### Signal wires on met1, run 1

Bar = 20 um.
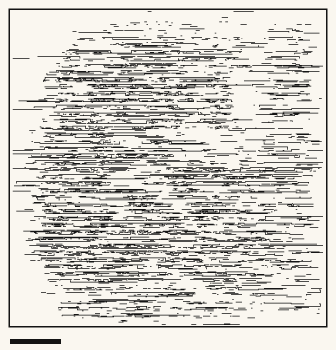
### Metal 2, run 1

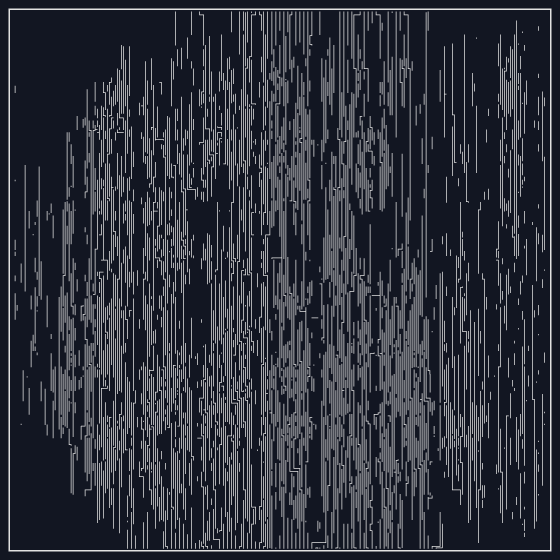
### Met3 routing, run 1

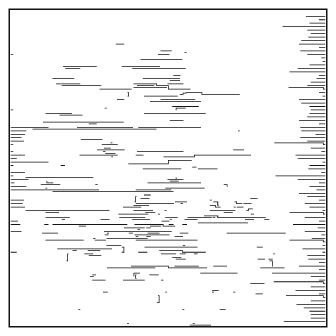
$ cat config.mk
export PLATFORM = sky130hd
export DESIGN_NAME = ifu_fetch
export DESIGN_NICKNAME = d
export VERILOG_FILES = /design/src/rtl/ifu_fetch.sv
export SDC_FILE = /design/constraint.sdc
export NUM_CORES = 1
export LEC_CHECK = 0
export CAP_MARGIN = 20
export CORE_MARGIN = 2
export CORE_UTILIZATION = 41
export CTS_BUF_LIST = sky130_fd_sc_hd__clkbuf_16
export DETAILED_ROUTE_END_ITERATION = 6
export HOLD_SLACK_MARGIN = 0.08
export PLACE_DENSITY = 0.77
export SETUP_SLACK_MARGIN = 0.5
export SYNTH_ARGS = -nofsm -noshare
export SYNTH_HDL_FRONTEND = slang
export SYNTH_SLANG_ARGS = --single-unit
$ cat constraint.sdc
create_clock -name clk -period 3.7 [get_ports clk]
set_input_delay 0.74 -clock clk [delete_from_list [all_inputs] [get_ports clk]]
set_output_delay 0.74 -clock clk [all_outputs]
set_load 0.02 [all_outputs]
$ cat src/rtl/ifu_fetch.sv
// Instruction fetch unit: PC register, next-PC selection and
// a three-state handshake around the registered instruction memory.
module ifu_fetch #(
  parameter logic [31:0] RESET_PC = 32'h0000_0000,
  parameter int          IM_AW    = 10
) (
  input  logic             clk,
  input  logic             rst_n,
  input  logic             fetch_req,
  input  logic             pc_update,
  input  logic [1:0]       npc_sel,
  input  logic [15:0]      imm16,
  input  logic [25:0]      jump_target,
  input  logic [31:0]      jr_target,
  input  logic [31:0]      im_dout,
  output logic [IM_AW-1:0] im_addr,
  output logic [31:0]      instr,
  output logic [31:0]      pc,
  output logic [31:0]      pc_plus4,
  output logic             fetch_done,
  output logic             misalign_err,
  output logic             proto_err
);

  typedef enum logic [1:0] {
    IDLE  = 2'd0,
    READ  = 2'd1,
    LATCH = 2'd2
  } state_t;

  state_t      state, state_nx;
  logic [31:0] npc;
  logic [31:0] br_off;
  logic        idle;

  assign idle     = (state == IDLE);
  assign pc_plus4 = pc + 32'd4;
  assign im_addr  = pc[IM_AW+1:2];
  assign br_off   = {{14{imm16[15]}}, imm16, 2'b00};

  always_comb begin
    npc = pc_plus4;
    unique case (npc_sel)
      2'b00: npc = pc_plus4;
      2'b01: npc = pc_plus4 + br_off;
      2'b10: npc = {pc_plus4[31:28], jump_target, 2'b00};
      2'b11: npc = {jr_target[31:2], 2'b00};
      default: npc = pc_plus4;
    endcase
  end

  always_comb begin
    state_nx = state;
    unique case (state)
      IDLE:    if (fetch_req) state_nx = READ;
      READ:    state_nx = LATCH;
      LATCH:   state_nx = IDLE;
      default: state_nx = IDLE;
    endcase
  end

  always_ff @(posedge clk or negedge rst_n) begin
    if (!rst_n) begin
      state        <= IDLE;
      pc           <= RESET_PC;
      instr        <= 32'h0;
      fetch_done   <= 1'b0;
      misalign_err <= 1'b0;
      proto_err    <= 1'b0;
    end else begin
      state      <= state_nx;
      fetch_done <= (state == LATCH);
      if (state == LATCH)
        instr <= im_dout;
      // pc only moves in IDLE so the in-flight read address stays stable
      if (pc_update && idle) begin
        pc <= npc;
        if (npc_sel == 2'b11 && jr_target[1:0] != 2'b00)
          misalign_err <= 1'b1;
      end else if (pc_update) begin
        proto_err <= 1'b1;
      end
    end
  end

endmodule
==> results.json <==
{
  "utilization_pct": 73.4,
  "synthArstFlopShare_pct": 100,
  "comb_cells": 528,
  "setup_viol": 0,
  "antennaDiodeCount": 0,
  "signal_buffers": 326,
  "crit_path_max_incr_delay_ns": 0.48,
  "yosys.area_share.aoi_pct": 19.4,
  "busiest_layer": "met2",
  "dieArea_um2": 15300,
  "grt_pass1_wl_um": 34100,
  "p_switching_w": 0.00376,
  "whs_ns": 0.475,
  "p_leak_nw": 4.17,
  "dpl.hpwl_um": 16900,
  "seqAreaFraction_pct": 16.5,
  "path_class": "flip-flop to flip-flop",
  "cp_cell_sequence": "ha_4 > and3_4 > nand3_4 > nor2_4 > buf_6 > buf_12 > xor2_4 > ha_4 > a21o_1 > a21oi_2 > o21bai_2 > nor2_1 > o31ai_2 > xor2_1 > mux4_2 > mux2_4",
  "synth-seq-area-share_pct": 28.5,
  "routed.top_layer": "met4",
  "ys_types": 77,
  "nets": 1091,
  "die_y_um": 124,
  "fin_crit_ns": 3.50,
  "cellPowerDensity_nw_per_um2": 801,
  "hold_viol": 0,
  "startpoint": "pc[2]$_DFFE_PN0P_",
  "logic_family": "AND-OR/OR-AND gates",
  "grt_max_degree": 68,
  "grtUsageTotal_pct": 29.5,
  "clk_share_pct": 2.95,
  "port_buffers": 216,
  "dpl_worst_slack_ns": -0.00858,
  "hold_path_end": "proto_err$_DFFE_PN0P_",
  "synthMuxAreaShare_pct": 14.8,
  "syn_inst": 651,
  "slew_violations": 0,
  "ys_sh_adder_pct": 7.56,
  "ys_cells": 651,
  "cts.sinks": 67,
  "timing.rr.end": "pc[19]$_DFFE_PN0P_",
  "final.signal_inverter_count": 12,
  "largest_cell_class": "combinational gates",
  "top_area_cell": "dfrtp_1",
  "fin_cells": 1129,
  "std_cell_rows": 43,
  "hp-start": "proto_err$_DFFE_PN0P_",
  "crit_arrival_ns": 3.74,
  "cp.required_ns": 3.93,
  "stdcell_area_um2": 10200,
  "nFillCells": 940,
  "pwr-share-seq_pct": 16.3,
  "seq_cell_count": 67,
  "m1WireLength_um": 9220,
  "clk_latency_ns": 0.34,
  "cp-start-kind": "flip-flop",
  "drc": 0,
  "status": "finished, final reports clean",
  "placedCellCount": 1054,
  "fmax_mhz": 285,
  "syn_avg_cell_area_um2": 9.04,
  "gp_congestion": 0.928,
  "first_iter_violations": 585,
  "first_pass_iters": 5,
  "buf_share_pct": 29.2,
  "p_comb_share_pct": 73.0,
  "antenna_found_initial": 0,
  "slew_headroom_pct": 42.4,
  "pin_count": 221,
  "p_int_w": 0.00444,
  "xor_area_share_pct": 7.20,
  "fp_util_pct": 42.3,
  "grt_pass1_vias": 6222,
  "ys_ff": 67,
  "hold_depth": 1,
  "regArea_um2": 1690,
  "met1_usage_pct": 36.9,
  "numCtsBuffers": 9,
  "cp_slowest_cell": "mux4_2",
  "min_path_type": "flip-flop to flip-flop",
  "top_cell_area_share_pct": 28.5,
  "timing.final.crit_share_pct": 94.7,
  "cts_tree": "yes",
  "wl_per_cell_um": 21.7,
  "drive_gt1_share_pct": 36.1,
  "switching_share_pct": 45.8
}
About 'Signal wires on met1':
wire length on this layer: 9,220 um
main direction: horizontal
share of all routed wire: 38%

About 'Metal 2':
wire length on this layer: 12,200 um
share of all routed wire: 50%
met2 usage: 51.9%
vias: 6,721
DRT Wirelength: 24,500 um

About 'Met3 routing':
wire length on this layer: 2,240 um
share of all routed wire: 9.2%
longest straight run: 48.3 um
main direction: horizontal
nets with wire on the layer: 241
GRT met3 Usage: 5.36%

-- run 1: layout by cell type, fill, tap and decap left out, drive strengths merged, types with 3 or more instances in the layout --
cell           instances
or3                    4
and3                  13
mux2                  38
o21a                   6
o22ai                  4
nor3b                  4
inv                   14
o21ai                 35
o21bai                 4
a21o                  15
a32oi                  4
o211ai                 7
o2111ai                3
a31oi                  7
clkbuf                11
dlygate4sd2           11
nand3                 26
nand2                 62
mux2i                 17
o221ai                 4
and4                   3
clkdlybuf4s50        196
conb                   4
a211oi                 6
nor2                  49
a21oi                 54
ha                    34
dfrtp                 67
nand4                  9
mux4                  12
and2                   6
nor3                   9
nand2b                 7
nor2b                  5
xnor2                 25
xor2                  20
buf                  114
-- run 1: what timing repair did --
action / 4_1_cts / 5_1_grt
hold endpoints to repair: 0 / 0
endpoints found under the setup margin: 42 / 32
gates resized: 79 / 93
pin swaps: 40 / 64
setup buffers: 27 / 32
gates cloned: 0 / 0
-- run 1: power by group through the flow --
stage	registers, W	clock network [W]	logic, W
finish	0.00133	0.000884	0.00598
global route	0.00137	0.000925	0.00629
CTS	0.00132	0.000886	0.00522
detailed placement	0.00135	0	0.00483
global placement	0.00133	0	0.00478
floorplan	0.00172	0	0.00251
-- run 1: registers in the layout, indices dropped and copies added, names as in the netlist --
| register | cells |
|---|---|
| instr | 32 |
| pc | 30 |
| state | 2 |
| fetch_done | 1 |
| misalign_err | 1 |
| proto_err | 1 |
-- run 1: worst max-delay path, delay by kind of cell (launching register included) --
| family | cells | cell delay [ns] |
|---|---|---|
| xor gates and xnor gates | 2 | 0.38 |
| and+or+nand+nor | 4 | 0.66 |
| DFF | 1 | 0.43 |
| buffers and inverters | 2 | 0.24 |
| AOI/OAI and AO/OA | 4 | 0.50 |
| adders and majority gates | 2 | 0.44 |
| muxes | 2 | 0.75 |
Power figures rest on the tool's default switching activity, not on a simulated workload.
